==> config.mk <==
export PLATFORM = sky130hd
export DESIGN_NAME = radio_pll_responder_flat
export DESIGN_NICKNAME = d
export VERILOG_FILES = /design/src/rtl/radio_pll_responder_if.sv /design/src/rtl/radio_pll_responder.sv /design/src/flat_wrapper.sv
export SDC_FILE = /design/constraint.sdc
export NUM_CORES = 1
export LEC_CHECK = 0
export CORE_ASPECT_RATIO = 1.25
export CORE_MARGIN = 8
export CORE_UTILIZATION = 54
export DETAILED_ROUTE_END_ITERATION = 8
export DONT_BUFFER_PORTS = 1
export GPL_ROUTABILITY_DRIVEN = 0
export PLACE_DENSITY = 0.74
export SLEW_MARGIN = 25
export SYNTH_ARGS = -nofsm -noshare
export SYNTH_HDL_FRONTEND = slang
export SYNTH_SLANG_ARGS = --single-unit
==> constraint.sdc <==
create_clock -name ck -period 2.64 [get_ports ck]
set_input_delay 0.264 -clock ck [delete_from_list [all_inputs] [get_ports ck]]
set_output_delay 0.264 -clock ck [all_outputs]
set_load 0.01 [all_outputs]
==> src/rtl/radio_pll_responder_if.sv <==
// Lane bundle between the timing engine and the radio/PLL responder.
// PLL_RELOCK_EN adds the per-lane lockLoss request.
interface radio_pll_responder_if #(
  parameter int BIT_WIDTH = 2
);
  logic [BIT_WIDTH-1:0] radioEnable;
  logic [BIT_WIDTH-1:0] radioRxEn;
  logic [BIT_WIDTH-1:0] pllSettled;
  logic [BIT_WIDTH-1:0] tArstFs;
  logic                 busy;
`ifdef PLL_RELOCK_EN
  logic [BIT_WIDTH-1:0] lockLoss;

  modport master (
    output radioEnable,
    output radioRxEn,
    output lockLoss,
    input  pllSettled,
    input  tArstFs,
    input  busy
  );

  modport slave (
    input  radioEnable,
    input  radioRxEn,
    input  lockLoss,
    output pllSettled,
    output tArstFs,
    output busy
  );
`else
  modport master (
    output radioEnable,
    output radioRxEn,
    input  pllSettled,
    input  tArstFs,
    input  busy
  );

  modport slave (
    input  radioEnable,
    input  radioRxEn,
    output pllSettled,
    output tArstFs,
    output busy
  );
`endif
endinterface

==> src/rtl/radio_pll_responder.sv <==
// Radio/PLL-side responder: one OFF/SETTLING/LOCKED/RX FSM per lane.
// Define PLL_RELOCK_EN to enable lockLoss-driven relock.
module radio_pll_responder #(
  parameter int BIT_WIDTH     = 2,
  parameter int SETTLE_CYCLES = 8,
  parameter int RX_TIMEOUT    = 16,
  parameter int CNT_W         = 5
) (
  input logic                  ck,
  input logic                  arst,
  input logic                  isolate,
  radio_pll_responder_if.slave bus
);

  typedef enum logic [1:0] {
    OFF,
    SETTLING,
    LOCKED,
    RX
  } state_t;

  localparam logic [CNT_W-1:0] SET_LAST =
    CNT_W'(SETTLE_CYCLES - 1);
  localparam logic [CNT_W-1:0] RX_LAST =
    CNT_W'(RX_TIMEOUT - 1);
  localparam logic [CNT_W-1:0] CNT_MAX = '1;

  state_t               st_q   [BIT_WIDTH];
  state_t               st_d   [BIT_WIDTH];
  logic [CNT_W-1:0]     cnt_q  [BIT_WIDTH];
  logic [CNT_W-1:0]     cnt_d  [BIT_WIDTH];
  logic [CNT_W-1:0]     cnt_inc[BIT_WIDTH];
  logic [BIT_WIDTH-1:0] en;
  logic [BIT_WIDTH-1:0] rx;
  logic [BIT_WIDTH-1:0] lost;
  logic [BIT_WIDTH-1:0] strobe_d;
  logic [BIT_WIDTH-1:0] settled_d;
  logic [BIT_WIDTH-1:0] active_d;

  // Isolation only masks the requests; lanes then fall out via en=0.
  assign en = bus.radioEnable & ~{BIT_WIDTH{isolate}};
  assign rx = bus.radioRxEn & ~{BIT_WIDTH{isolate}};

`ifdef PLL_RELOCK_EN
  assign lost = bus.lockLoss;
`else
  assign lost = '0;
`endif

  always_comb begin
    for (int i = 0; i < BIT_WIDTH; i++) begin
      cnt_inc[i] = cnt_q[i];
      if (cnt_q[i] != CNT_MAX) begin
        cnt_inc[i] = cnt_q[i] + 1'b1;
      end
    end
  end

  always_comb begin
    for (int i = 0; i < BIT_WIDTH; i++) begin
      st_d[i]     = st_q[i];
      cnt_d[i]    = cnt_q[i];
      strobe_d[i] = 1'b0;
      unique case (st_q[i])
        OFF: begin
          if (en[i]) begin
            st_d[i]  = SETTLING;
            cnt_d[i] = '0;
          end
        end
        SETTLING: begin
          if (!en[i]) begin
            st_d[i]     = OFF;
            strobe_d[i] = 1'b1;
          end else if (cnt_q[i] == SET_LAST) begin
            st_d[i] = LOCKED;
          end else begin
            cnt_d[i] = cnt_inc[i];
          end
        end
        LOCKED: begin
          if (!en[i]) begin
            st_d[i] = OFF;
          end else if (lost[i]) begin
            st_d[i]     = SETTLING;
            cnt_d[i]    = '0;
            strobe_d[i] = 1'b1;
          end else if (rx[i]) begin
            st_d[i]  = RX;
            cnt_d[i] = '0;
          end
        end
        RX: begin
          if (!en[i]) begin
            st_d[i] = OFF;
          end else if (lost[i]) begin
            st_d[i]     = SETTLING;
            cnt_d[i]    = '0;
            strobe_d[i] = 1'b1;
          end else if (!rx[i]) begin
            st_d[i] = LOCKED;
          end else if (cnt_q[i] == RX_LAST) begin
            st_d[i]     = LOCKED;
            strobe_d[i] = 1'b1;
          end else begin
            cnt_d[i] = cnt_inc[i];
          end
        end
        default: begin
          st_d[i]  = OFF;
          cnt_d[i] = '0;
        end
      endcase
      settled_d[i] = (st_d[i] == LOCKED) ||
                     (st_d[i] == RX);
      active_d[i]  = (st_d[i] != OFF);
    end
  end

  // Outputs are registered from the next state.
  always_ff @(posedge ck) begin
    if (arst) begin
      for (int i = 0; i < BIT_WIDTH; i++) begin
        st_q[i]  <= OFF;
        cnt_q[i] <= '0;
      end
      bus.pllSettled <= '0;
      bus.tArstFs    <= '0;
      bus.busy       <= 1'b0;
    end else begin
      for (int i = 0; i < BIT_WIDTH; i++) begin
        st_q[i]  <= st_d[i];
        cnt_q[i] <= cnt_d[i];
      end
      bus.pllSettled <= settled_d;
      bus.tArstFs    <= strobe_d;
      bus.busy       <= |active_d;
    end
  end

endmodule
==> src/flat_wrapper.sv <==
// flat-port wrapper written by rule: the top's interface ports become plain ports
module radio_pll_responder_flat 
#(
  parameter int BIT_WIDTH     = 2,
  parameter int SETTLE_CYCLES = 8,
  parameter int RX_TIMEOUT    = 16,
  parameter int CNT_W         = 5
)
  (ck, arst, isolate, bus_radioEnable, bus_radioRxEn, bus_pllSettled, bus_tArstFs, bus_busy);
  radio_pll_responder_if #(.BIT_WIDTH(BIT_WIDTH)) bus_i ();
  input logic ck;
  input logic arst;
  input logic isolate;
  input wire logic [$bits(bus_i.radioEnable)-1:0] bus_radioEnable;
  input wire logic [$bits(bus_i.radioRxEn)-1:0] bus_radioRxEn;
  output wire logic [$bits(bus_i.pllSettled)-1:0] bus_pllSettled;
  output wire logic [$bits(bus_i.tArstFs)-1:0] bus_tArstFs;
  output wire logic [$bits(bus_i.busy)-1:0] bus_busy;
  assign bus_i.radioEnable = bus_radioEnable;
  assign bus_i.radioRxEn = bus_radioRxEn;
  assign bus_pllSettled = bus_i.pllSettled;
  assign bus_tArstFs = bus_i.tArstFs;
  assign bus_busy = bus_i.busy;
  radio_pll_responder #(.BIT_WIDTH(BIT_WIDTH), .SETTLE_CYCLES(SETTLE_CYCLES), .RX_TIMEOUT(RX_TIMEOUT), .CNT_W(CNT_W)) u_core (.ck(ck), .arst(arst), .isolate(isolate), .bus(bus_i));
endmodule
==> flow.log <==
[flow] summary of implementation run
[metrics] result of the run: finished, final reports clean
[metrics] clock root cell: clkbuf_4
[metrics] Final Skew: 1.07 ps
[metrics] HPWL reported at the end of detailed placement: 1470 µm
[metrics] dominant cell type by area after synthesis: dfxtp_1
[metrics] termination of the worst setup path: u_core.cnt_q[0][3]$_SDFFE_PP0P_
[metrics] gate family responsible for the most delay along the worst path: simple AND/OR/NAND/NOR gates
[metrics] hold buffer count at CTS: 0
[metrics] Mean Syn Cell Area: 8.78 µm²
[metrics] Worst Hold Slack: 31.0 ps
[metrics] unrepaired setup endpoints after global routing: false
[metrics] Iter 0 DRT Violations: 16
[metrics] worst flop-to-flop path endpoint: u_core.cnt_q[0][3]$_SDFFE_PP0P_
[metrics] gr ovfl total: 0
[metrics] total cell area reported by yosys after synthesis: 992 µm²
[metrics] post-layout period usage of the worst path: 0.809
[metrics] flip-flops with a built-in enable: 0
[metrics] Hold Path Class: in2reg
[metrics] Top cell by count, worst path: ha_1
[metrics] Main synth FF type: dfxtp_1
[metrics] Worst Setup End Kind: flop
[metrics] largest net degree at the start of global routing: 18
[metrics] required arrival time at the worst endpoint: 2860 ps
[metrics] number of CTS-inserted buffers: 3
[metrics] post-detailed-route via-to-cell ratio: 6.50
[metrics] total of endpoints with negative setup slack in the final report: 0
[metrics] Synth area leaders: dfxtp_1, ha_1, a21oi_1, o21ai_0, nand2b_1
[metrics] WP depth: 7
[metrics] hold worst-path end: u_core.cnt_q[0][9]$_SDFFE_PP0P_
## through the flow
stage,cells,utilization,power [µW],instance area [µm²],worst slack (ps)
3_3_place_gp,127,0.571,320,996,628
2_1_floorplan,113,-,320,992,720
5_1_grt,131,0.587,471,1020,339
6_report,131,0.587,453,1020,503
3_5_place_dp,127,0.571,320,996,528
4_1_cts,131,0.587,460,1020,496
## Yosys cell counts (2+ instances only)
cell type,instances
o211a_1,3
nor3_1,5
a21oi_1,10
dfxtp_1,19
o211ai_1,2
ha_1,6
or3_1,3
nand4_1,4
and2b_1,2
o31ai_1,2
and3_1,3
nand2b_1,5
nand2_1,5
o21a_1,3
nand3_1,5
or4_1,4
inv_1,3
clkbuf_1,4
o21ai_0,8
nor2_1,2
nor2b_1,2
## metal layers
| metal | global-route usage | vias up | wire [µm] |
|---|---|---|---|
| li1 | - | 421 | - |
| met1 | 0.119 | 407 | 796 |
| met2 | 0.210 | 17 | 958 |
| met3 | 0.0324 | 6 | 116 |
| met4 | 0.0741 | 0 | 40 |
| met5 | 0 | - | 0 |
## flip-flops by register name, summed over array words and instances (netlist names)
| register | cells |
|---|---|
| u_core.cnt_q | 10 |
| u_core.st_q | 4 |
| u_core.bus.pllSettled | 2 |
| u_core.bus.tArstFs | 2 |
| u_core.bus.busy | 1 |
## cells in the final DEF (no fill, tap or decap)
cell type,Yosys,final
o211ai_1,2,2
nor3_1,5,5
nor4bb_1,1,1
nor2_1,2,2
inv_1,3,3
nand2b_1,5,5
or2b_1,1,1
clkbuf_4,0,3
nand3_1,5,5
dfxtp_1,19,19
o21ai_0,8,8
a21boi_1,1,1
o211a_1,3,3
nand3b_2,1,1
and3_1,3,3
a31oi_1,1,1
a21oi_1,10,10
or3_1,3,3
and2b_1,2,2
nor3b_1,1,1
o31ai_1,2,2
mux2i_1,1,1
a21boi_0,1,1
o22ai_1,1,1
o221a_2,1,1
nand2_1,5,5
clkinv_2,0,1
o221ai_1,1,1
nor2b_1,2,2
ha_1,6,6
nand4_1,4,4
or4_1,4,4
nand4bb_1,1,1
o21a_1,3,3
## report_power, final
part	internal (µW)	switching [µW]	leakage, µW
sequential	290	4.56	0.000154
combinational	8.79	10.6	0.000216
clock	56.2	82.7	0.0000177
total	355	97.8	0.000388
## layout make-up
class | instances | area, µm² | share of cell area
multi-input combinational | 86 | 581 | 0.567
clock inverter | 1 | 5.00 | 0.00489
clock buffer | 3 | 22.5 | 0.0220
tap | 19 | 23.8 | 0.0232
inverter | 3 | 11.3 | 0.0110
sequential | 19 | 380 | 0.372
## cells by family after synthesis
| group | Yosys count |
|---|---|
| and+or+nand+nor | 45 |
| AOI/OAI and AO/OA | 34 |
| DFF | 19 |
| buffers and inverters | 8 |
| adders and majority gates | 6 |
| muxes | 1 |
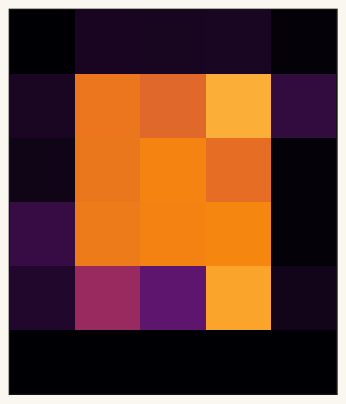
**Above:** placement density heat map.
(6 px per µm) 5 x 6 tiles, from black (low) to pale yellow (high), 0 to 100% covered.
tiles over 75% full: 6.7%
fullest tile: 82%
emptiest ninth of the die: lower left
post-route core utilization: 0.587
floorplan-stage core utilization: 0.569

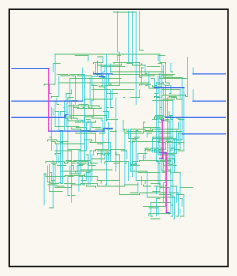
**Above:** wiring by layer.
(4 px per µm)
| color | layer | wire length |
|---|---|---|
| magenta | met4 | 40.1 µm |
| cyan | met2 | 959 µm |
| green | met1 | 797 µm |
| blue | met3 | 117 µm |
routed length per placed instance: 14.6 µm
aggregate routed wire length: 1910 µm
Overall Global Routing Usage: 0.121
vias after detailed routing: 851

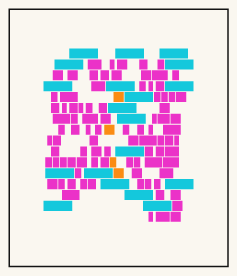
**Above:** placement by cell class.
(4 px per µm)
| color | class | cells | share of their area |
|---|---|---|---|
| magenta | all other logic | 89 | 59% |
| orange | clock drivers and dummy loads | 4 | 2.8% |
| cyan | flip-flops | 19 | 38% |
floorplan row count: 17
core area: 1740 µm²
final standard cell area without fillers: 1020 µm²

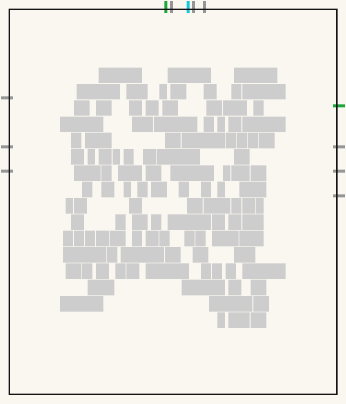
**Above:** pin placement.
(6 px per µm) Pins as bars across the die edge, other pins in gray.
| color | port | pins | direction | edge |
|---|---|---|---|---|
| green | bus_pllSettled | 2 | output | 1 top, 1 right |
| cyan | isolate | 1 | input | top |
Die Span X: 54.3 µm
Die H: 63.9 µm
Port Buf Inserts: 0

Power and IR drop assume default switching activity.
